Design prog_timer_intrpt, sky130hd; sources not shown.
Port wiring:
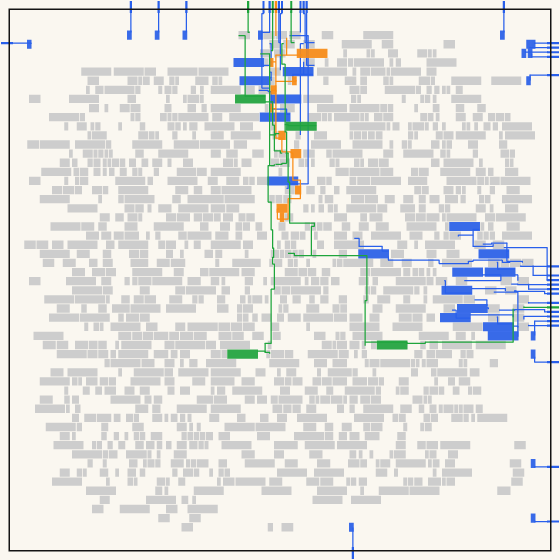
| colour | port | bits | direction | edge | end cells | buffers | wire |
|---|---|---|---|---|---|---|---|
| orange | `rd_en` | 1 | input | north | 10 | 1 | 96.9 µm |
| green | `pending` | 4 | output | 3 north, 1 east | 4 | 4 | 386 µm |
| blue | `rdata` | 32 | output | 19 east, 11 north, 1 west, 1 south | 32 | 16 | 615 µm |
Top Ports: 80
I/O Buffers: 47

Congestion heat map:
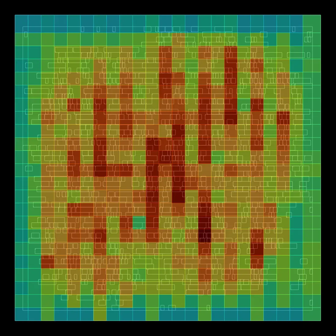
Layout Utilization: 50.08%
global routing usage on met2: 41.83%
routing usage on met3: 5.435%
per-cell routed wire length: 24.36 µm

Placement by cell class:
The bar under the picture is 50 µm long.
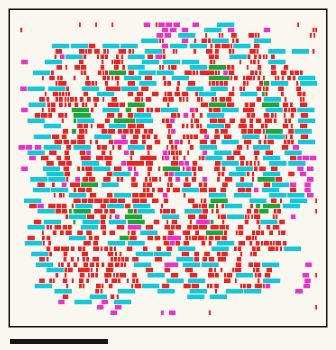
| colour | class | cells | share of their area |
|---|---|---|---|
| red | combinational and other logic | 824 | 51% |
| magenta | other buffers and delay cells | 84 | 7.3% |
| green | clock drivers and dummy loads | 32 | 5.3% |
| cyan | flops | 161 | 36% |
row count: 55
Core Box Area: 22850 µm²

Wire density map:
The bar under the picture is 50 µm long. 32 x 32 tiles, from dark purple (low) to yellow (high), scaled to the fullest tile. Values are wire area over tile area, all layers added.
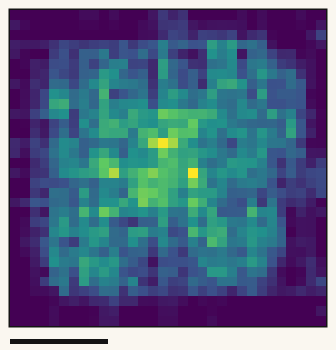
nearly empty tiles: 18%
densest ninth of the die: centre
fullest tile: 0.80
tiles over half the peak: 16%
mean over tiles: 0.22
Global Route Usage Sum: 26.32%
drt total wl: 34440 µm
vias: 8909

Cell sizes after repair:
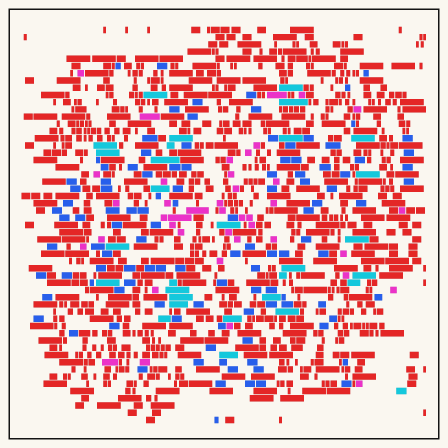
| colour | size | cells | share |
|---|---|---|---|
| magenta | _3 and _4 cells | 41 | 3.7% |
| blue | _2 cells | 111 | 10% |
| cyan | _6 and larger | 30 | 2.7% |
| red | _0 and _1 cells | 919 | 83% |
area grow syn2layout: 13.39%
Non-clk bufs: 84

==> flow_metrics.env <==
# flow metrics
export IMPL_p_comb_share_pct=23.6
export IMPL_clock_power_share_pct=30.3
export IMPL_p_per_area_nw_per_um2=531.7
export IMPL_top_cells_by_area="dfrtp_1 40%, mux2_2 8.6%, xor2_1 5.6%, nand2_1 3.9%, nand3_1 2.8%"
export IMPL_setup_viol=0
export IMPL_cp_common_cell="nand3_2"
export IMPL_drt_iter0_drc=1017
export IMPL_warning_count=42
export IMPL_cp_arrival_ns=3.35
export IMPL_antenna_found_initial=0
export IMPL_rsz0062_at_grt="false"
export IMPL_whs_path_depth=1
export IMPL_hold_buffers=0
export IMPL_use_met1_pct=36.17
export IMPL_cts_post_setup_buffers_inserted=0
export IMPL_fin_skew_ns=0.009286
export IMPL_ff2ff_setup_slack_ns=0.90
export IMPL_top_cell="dfrtp_1"
export IMPL_edf_count=0
export IMPL_nets=1134
export IMPL_grt_max_degree=78
export IMPL_cts_resized_gates=0
export IMPL_diodes=0
export IMPL_ys_warn_count=0
export IMPL_dpl_hpwl_um=23960
export IMPL_ys_sh_xor_pct=5.728
export IMPL_seq_area_um2=4029
export IMPL_min_period_ns=3.027
export IMPL_logic_area_um2=5553
export IMPL_cts_buffers_inserted=17
export IMPL_drive_gt1_share_pct=16.53
export IMPL_ys_area_um2=10090
export IMPL_max_freq_ghz=0.3304
export IMPL_avgSynthCellArea_um2=9.475
export IMPL_layout_cells_most_common="dfrtp_1"
export IMPL_mux_share_pct=10.18
export IMPL_vias_per_cell=6.301
export IMPL_ys_cells=1065
export IMPL_antenna_left=0
export IMPL_h_tree_depth=4
export IMPL_clock_latency_ns=0.44
export IMPL_crit_chain="clkdlybuf4s50_1 -> nor4bb_4 -> nand3_2 -> nand3_2 -> o22ai_1 -> a221o_1"
export IMPL_pwr_share_seq_pct=46.1
export IMPL_comb_power_mw=1.43
export IMPL_overflow=0
export IMPL_power_internal_mw=3.870
export IMPL_maxCapViolCount=0
export IMPL_critPathKind="in2reg"
export IMPL_layout_top_cells="161 x dfrtp_1, 104 x nand2_1, 77 x mux2_2, 71 x nor2_1, 64 x xor2_1"
export IMPL_ir_drop_mv=0.2641
export IMPL_wl_met3_um=2607
export IMPL_fin_tns_setup_ns=0
export IMPL_synth_cell_type_count=74
export IMPL_p_clk_mw=1.84
export IMPL_wl_met1_um=14900
export IMPL_cts_root_buf="clkbuf_16"
export IMPL_synthTopLogicFamily="AND-OR/OR-AND gates"
export IMPL_path_clk_slew_ns=0.07
export IMPL_finalHoldViolCount=0
export IMPL_synthFlopType="dfrtp_1"
export IMPL_critPathTopFamily="simple AND/OR/NAND/NOR gates"
export IMPL_nFillCells=2196
export IMPL_synthAoiAreaFrac_pct=20.06
export IMPL_grt_pass1_wl_um=52250
export IMPL_ys_sh_adder_pct=0.4960
export IMPL_slew_headroom_pct=35.53
export IMPL_slew_viol_final=0
export IMPL_first_pass_iters=7
export IMPL_top_cells_by_count="161 x dfrtp_1, 104 x nand2_1, 77 x mux2_2, 71 x nor2_1, 64 x xor2_1"
export IMPL_p_sw_mw=2.215
export IMPL_clockBufferDepth=2
export IMPL_status="finished clean"
export IMPL_path_depth=6
export IMPL_postSynthSeqShare_pct=39.93
export IMPL_busiest_layer="met2"
export IMPL_drc=0
export IMPL_hold_class="reg2reg"
export IMPL_routabilityCongestion=0.9312
export IMPL_synth_simple_area_share_pct=17.68
export IMPL_crit_buf_inv=1
export IMPL_required_ns=3.92
export IMPL_top_layer_used="met4"
export IMPL_fp_dieW_um=161.2
export IMPL_yosys_area_top_type="dfrtp_1"
export IMPL_reg2regPathDepth=6
export IMPL_slowest_delay_ns=0.74
export IMPL_start_kind="primary input"
export IMPL_crit_fanout=11
export IMPL_cts_sinks=161
export IMPL_design_area_um2=11440
export IMPL_finalCritPeriodShare_pct=84.07
export IMPL_p_leak_nw=4.726
export IMPL_ys_seq_elements=161
export IMPL_fp_dieH_um=161.2
export IMPL_dpl_cell_area_um2=10860
export IMPL_cpMaxStageDelayCell="clkdlybuf4s50_1"
export IMPL_max_slew_worst_pin_slew_ns=0.9670
export IMPL_synthesis_area_um2=10090
export IMPL_netlist_area_leader_share_pct=39.93
export IMPL_ys_async_sr_fraction_pct=100.0
export IMPL_dieArea_um2=25980
export IMPL_fp_util_pct=44.17
export IMPL_grt_pass1_vias=8412
export IMPL_power_leader="registers"
export IMPL_crit_path_end_kind="register"
export IMPL_netSwitchingFraction_pct=36.40
export IMPL_wl_met2_um=16000
export IMPL_p_seq_mw=2.81
export IMPL_netlist_instances=1065
export IMPL_cts_tree="yes"
stage by stage:
step                      util, %  setup slack (ns)  hold slack, ns  cells  total power [mW]
after floorplan                 -             1.113          0.4895   1080             3.678
after global placement      47.51            0.2100          0.4769   1382             4.199
after detailed placement    47.51            0.1711          0.4808   1382             4.235
after CTS                   50.08            0.6319          0.4953   1414             6.096
after global routing        50.08            0.4581          0.4988   1414             6.377
final                       50.08            0.5734          0.4890   1414             6.084
area by class of cell:
type / count / share of cell area (%)
multi-input combinational: 804 / 48.53
sequential: 161 / 35.21
timing repair buffer: 84 / 7.053
clock buffer: 20 / 3.991
tap: 313 / 3.423
clock inverter: 12 / 1.137
inverter: 20 / 0.6561
Power is estimated from default activity; no workload was simulated.
